`config.mk`:
```
export PLATFORM = sky130hd
export DESIGN_NAME = aes_block_loader
export DESIGN_NICKNAME = d
export VERILOG_FILES = /design/src/rtl/aes_block_loader.sv
export SDC_FILE = /design/constraint.sdc
export NUM_CORES = 1
export LEC_CHECK = 0
export CORE_MARGIN = 1.5
export CORE_UTILIZATION = 54
export CTS_BUF_LIST = sky130_fd_sc_hd__clkbuf_16
export CTS_CLUSTER_SIZE = 28
export DETAILED_ROUTE_END_ITERATION = 10
export PLACE_DENSITY = 0.88
export RECOVER_POWER = 25
export SLEW_MARGIN = 15
export SYNTH_ARGS = -nofsm -noshare
export SYNTH_HDL_FRONTEND = slang
export SYNTH_SLANG_ARGS = --single-unit
```
`constraint.sdc`:
```
create_clock -name clock -period 20.5 [get_ports clock]
set_clock_uncertainty 0.15 [all_clocks]
set_input_delay 2.05 -clock clock [delete_from_list [all_inputs] [get_ports clock]]
set_output_delay 2.05 -clock clock [all_outputs]
set_load 0.01 [all_outputs]
```
`src/rtl/aes_block_loader.sv`:
```
// Assembles four 32-bit words into 128-bit key or plaintext blocks and hands
// each plaintext block, paired with the committed key, to the round-0 stage.
//
// state   | meaning
// COLLECT | accepting words into the shadow register (o_ready=1)
// EMIT    | o_tx_en pulse; o_state/o_round_key carry the new block
// HOLD    | MIN_GAP idle cycles before the next group may start
module aes_block_loader #(
   parameter int unsigned MIN_GAP = 0
) (
   input  logic         clock,
   input  logic         reset,
   input  logic         i_valid,
   output logic         o_ready,
   input  logic [31:0]  i_word,
   input  logic         i_is_key,
   input  logic         i_flush,
   output logic         o_tx_en,
   output logic [127:0] o_state,
   output logic [127:0] o_round_key,
   output logic         o_key_valid,
   output logic         o_err
);

   typedef enum logic [1:0] {COLLECT, EMIT, HOLD} state_t;

   localparam logic [3:0] GAP_LOAD = 4'((MIN_GAP == 0) ? 0 : MIN_GAP - 1);

   state_t         state;
   logic [1:0]     cnt;
   logic           grp_key;
   logic [127:0]   shadow;
   logic [127:0]   key;
   logic [3:0]     gap_cnt;
   logic [127:0]   full_blk;

   // The 4th word completes the block in the same cycle it is accepted.
   assign full_blk = {shadow[127:32], i_word};

   always_ff @(posedge clock or posedge reset) begin
      if (reset) begin
         state       <= COLLECT;
         cnt         <= 2'd0;
         grp_key     <= 1'b0;
         shadow      <= '0;
         key         <= '0;
         gap_cnt     <= 4'd0;
         o_ready     <= 1'b1;
         o_tx_en     <= 1'b0;
         o_state     <= '0;
         o_round_key <= '0;
         o_key_valid <= 1'b0;
         o_err       <= 1'b0;
      end else begin
         case (state)
            COLLECT: begin
               if (i_flush) begin
                  cnt    <= 2'd0;
                  shadow <= '0;
               end else if (i_valid) begin
                  cnt <= cnt + 2'd1;
                  case (cnt)
                     2'd0:    shadow[127:96] <= i_word;
                     2'd1:    shadow[95:64]  <= i_word;
                     2'd2:    shadow[63:32]  <= i_word;
                     default: shadow[31:0]   <= i_word;
                  endcase
                  if (cnt == 2'd0) begin
                     grp_key <= i_is_key;
                  end
                  if (cnt == 2'd3) begin
                     if (grp_key) begin
                        key         <= full_blk;
                        o_key_valid <= 1'b1;
                     end else if (o_key_valid) begin
                        o_state     <= full_blk;
                        o_round_key <= key;
                        o_tx_en     <= 1'b1;
                        o_ready     <= 1'b0;
                        state       <= EMIT;
                     end else begin
                        o_err <= 1'b1;
                     end
                  end
               end
            end
            EMIT: begin
               o_tx_en <= 1'b0;
               if (MIN_GAP == 0) begin
                  o_ready <= 1'b1;
                  state   <= COLLECT;
               end else begin
                  gap_cnt <= GAP_LOAD;
                  state   <= HOLD;
               end
            end
            HOLD: begin
               if (gap_cnt == 4'd0) begin
                  o_ready <= 1'b1;
                  state   <= COLLECT;
               end else begin
                  gap_cnt <= gap_cnt - 4'd1;
               end
            end
            default: begin
               o_tx_en <= 1'b0;
               o_ready <= 1'b1;
               state   <= COLLECT;
            end
         endcase
      end
   end

endmodule

```
==> results.yml <==
# flow metrics
global_route:
  grt_max_degree: 190
  grt_usage: 0.219
  antenna_found_initial: 1
  grt_overflow: 0
clock_network:
  htreeDepth: 2
  clk_root_buffer_cell: "clkbuf_16"
  ctsHoldBuffers: 0
outcome:
  violations: "DRC, capacitance limit, slew limit"
  status: "finished with violations"
flow_run:
  drv_cap: 7
  warnings: 35
yosys:
  synth_area_um2: 19700
  avgSynthCellArea_um2: 18.0
  synthCells: 1090
  numSynthFlops: 487
  fp_nets: 1131
placement:
  portBuffers: 296
  place_area_um2: 22600
  place_ws_ns: 14.04
  dpl.hpwl_um: 25900
die:
  fp-utilization: 0.550
  die-area_um2: 37600
  ioPinCount: 297
worst_hold_path:
  hold_path_startpoint: "key[102]"
final_layout:
  instances_no_fill: 1891
  stdcell_area_um2: 24100
timing:
  finalSetupViolCount: 0
  fmax_mhz: 123
  min_period_ns: 8.15
  rsz0062_at_grt: "false"
  slew-limit-headroom: -3.58
  maxSlewViolCount: 360
  fin_setup_tns_ns: 0
critical_path:
  cp_common_cell: "buf_4"
  r2r-start: "cnt[0]"
  crit_arrival_ns: 8.51
  crit_type: "in -> async"
routing:
  post_drt_wl_per_cell_um: 21.3
  drc_errors: 42
sequential cells by signal (all words and copies together) (netlist names), 2 cells and up:
| register | count |
|---|---|
| cnt | 2 |
| o_state | 128 |
| shadow | 96 |
| o_round_key | 128 |
| key | 128 |
worst max-delay path by stage:
stage,to,from,slack [ns],cells past startpoint
final,o_state[88],reset,12.35,4
after global routing,key[121],reset,11.05,4
after CTS,o_state[91],i_valid,14.61,6
after detailed placement,o_state[90],i_valid,14.04,6
after global placement,o_state[91],i_valid,14.14,6
after floorplan,cnt[0],reset,4.71,1
cell usage after synthesis, drive strengths merged:
cell	number	area share
a21o	1	0.00038
a21oi	3	0.00076
a2bb2oi	1	0.00045
and3	1	0.00057
buf	56	0.038
clkbuf	2	0.00038
dfrtp	486	0.62
dfstp	1	0.0013
ha	4	0.0025
inv	3	0.00057
mux2	481	0.32
nand2	5	0.00095
nand2b	1	0.00032
nand3	1	0.00025
nand4b	1	0.00045
nor2	5	0.0011
nor2b	33	0.011
nor3	1	0.00025
nor3b	1	0.00064
o21ai	2	0.00051
o21bai	1	0.00038
cell type report:
class	count	area (µm²)
timing repair buffer	310	3060
inverter	3	12.5
sequential	487	12200
clock buffer	49	1230
fill	2377	11700
antenna	2	5.00
multi-input combinational	542	6720
tap	461	577
clock inverter	37	273
power by group:
part / total (mW) / switching [mW] / leakage, nW / internal, mW
Sequential: 1.03 / 0.0276 / 6.68 / 1.00
Combinational: 0.0995 / 0.0496 / 4.41 / 0.0499
Clock: 0.837 / 0.355 / 0.757 / 0.482
placed cells by master, fill, tap and decap left out, drive strengths merged:
master	n
diode	2
inv	13
dlygate4sd3	72
clkbuf	54
o21bai	1
clkdlybuf4s50	223
nor3	1
nor2	5
nand4b	1
clkinv	16
clkinvlp	7
a21oi	3
nor2b	33
mux2	481
nand2	5
ha	4
nand2b	1
and3	1
nor3b	1
buf	10
a21o	1
o21ai	2
bufinv	4
nand3	1
dfrtp	486
dfstp	1
a2bb2oi	1
logic make-up after synthesis:
| family | after synthesis | synth area share |
|---|---|---|
| AOI/OAI and AO/OA | 8 | 0.00248 |
| adders and majority gates | 4 | 0.00254 |
| buffers and inverters | 61 | 0.0391 |
| DFF | 487 | 0.620 |
| muxes | 481 | 0.321 |
| and+or+nand+nor | 49 | 0.0154 |
metal layers:
metal,wire (µm),vias up,GRT usage,part of all wire
met5,0,-,0,0
met1,17400,5303,0.293,0.43
met3,2570,65,0.0569,0.064
met4,890,0,0.0596,0.022
met2,19400,258,0.358,0.48
li1,-,4437,-,-
==> images/pinout.png <==
Scale bar: 50 µm. Pins as bars across the die edge, other pins in grey.
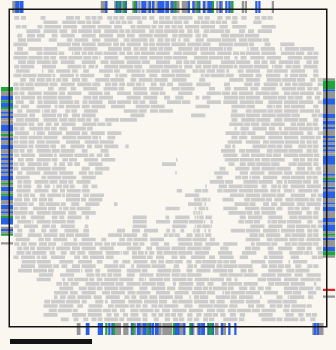
i_word -> green  # pins 32, direction input, edge 9 left, 8 bottom, 8 right, 7 top
o_state -> blue  # pins 128, direction output, edge 34 right, 33 top, 31 bottom, 30 left
reset -> red  # pins 1, direction input, edge right
all pins by edge = 83 right, 76 bottom, 71 top, 67 left

==> images/clock_nets.png <==
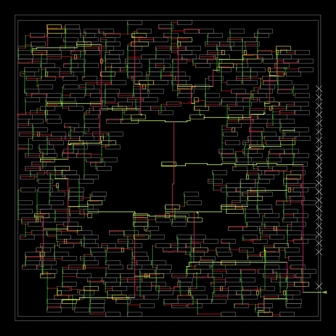
Num CTS Buffers: 48
Clock net power: 837 µW
Latency at later pin: 0.53 ns
clock sink count: 487
flop count: 487

==> images/route_heat.png <==
The die is cut into 39 by 39 equal tiles; white is low, dark blue is high, scaled to the fullest tile. Values are wire area over tile area, all layers added.
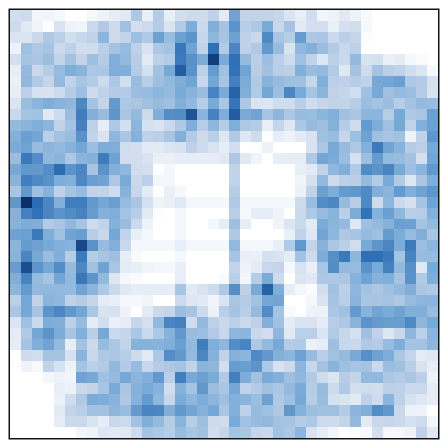
emptiest ninth of the die = middle
tiles over half the peak = 15%
nearly empty tiles = 9.5%

==> images/closeup.png <==
Scale bar: 5 µm. Region (87, 126) to (107, 146) µm. Cells in grey, sequential cells in the stronger grey; small squares are vias.
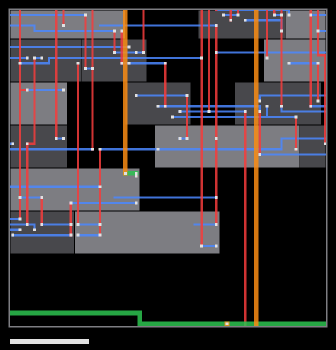
M3 -> green
M1 -> blue
M4 -> orange
M2 -> red
netlist names of flops here include = o_round_key (2)
sequential cells in the window = 4
most frequent = mux2_4 (5), dfrtp_1 (4), mux2_2 (2)
cells with their middle in the window = 11

Power is estimated from default activity; no workload was simulated.
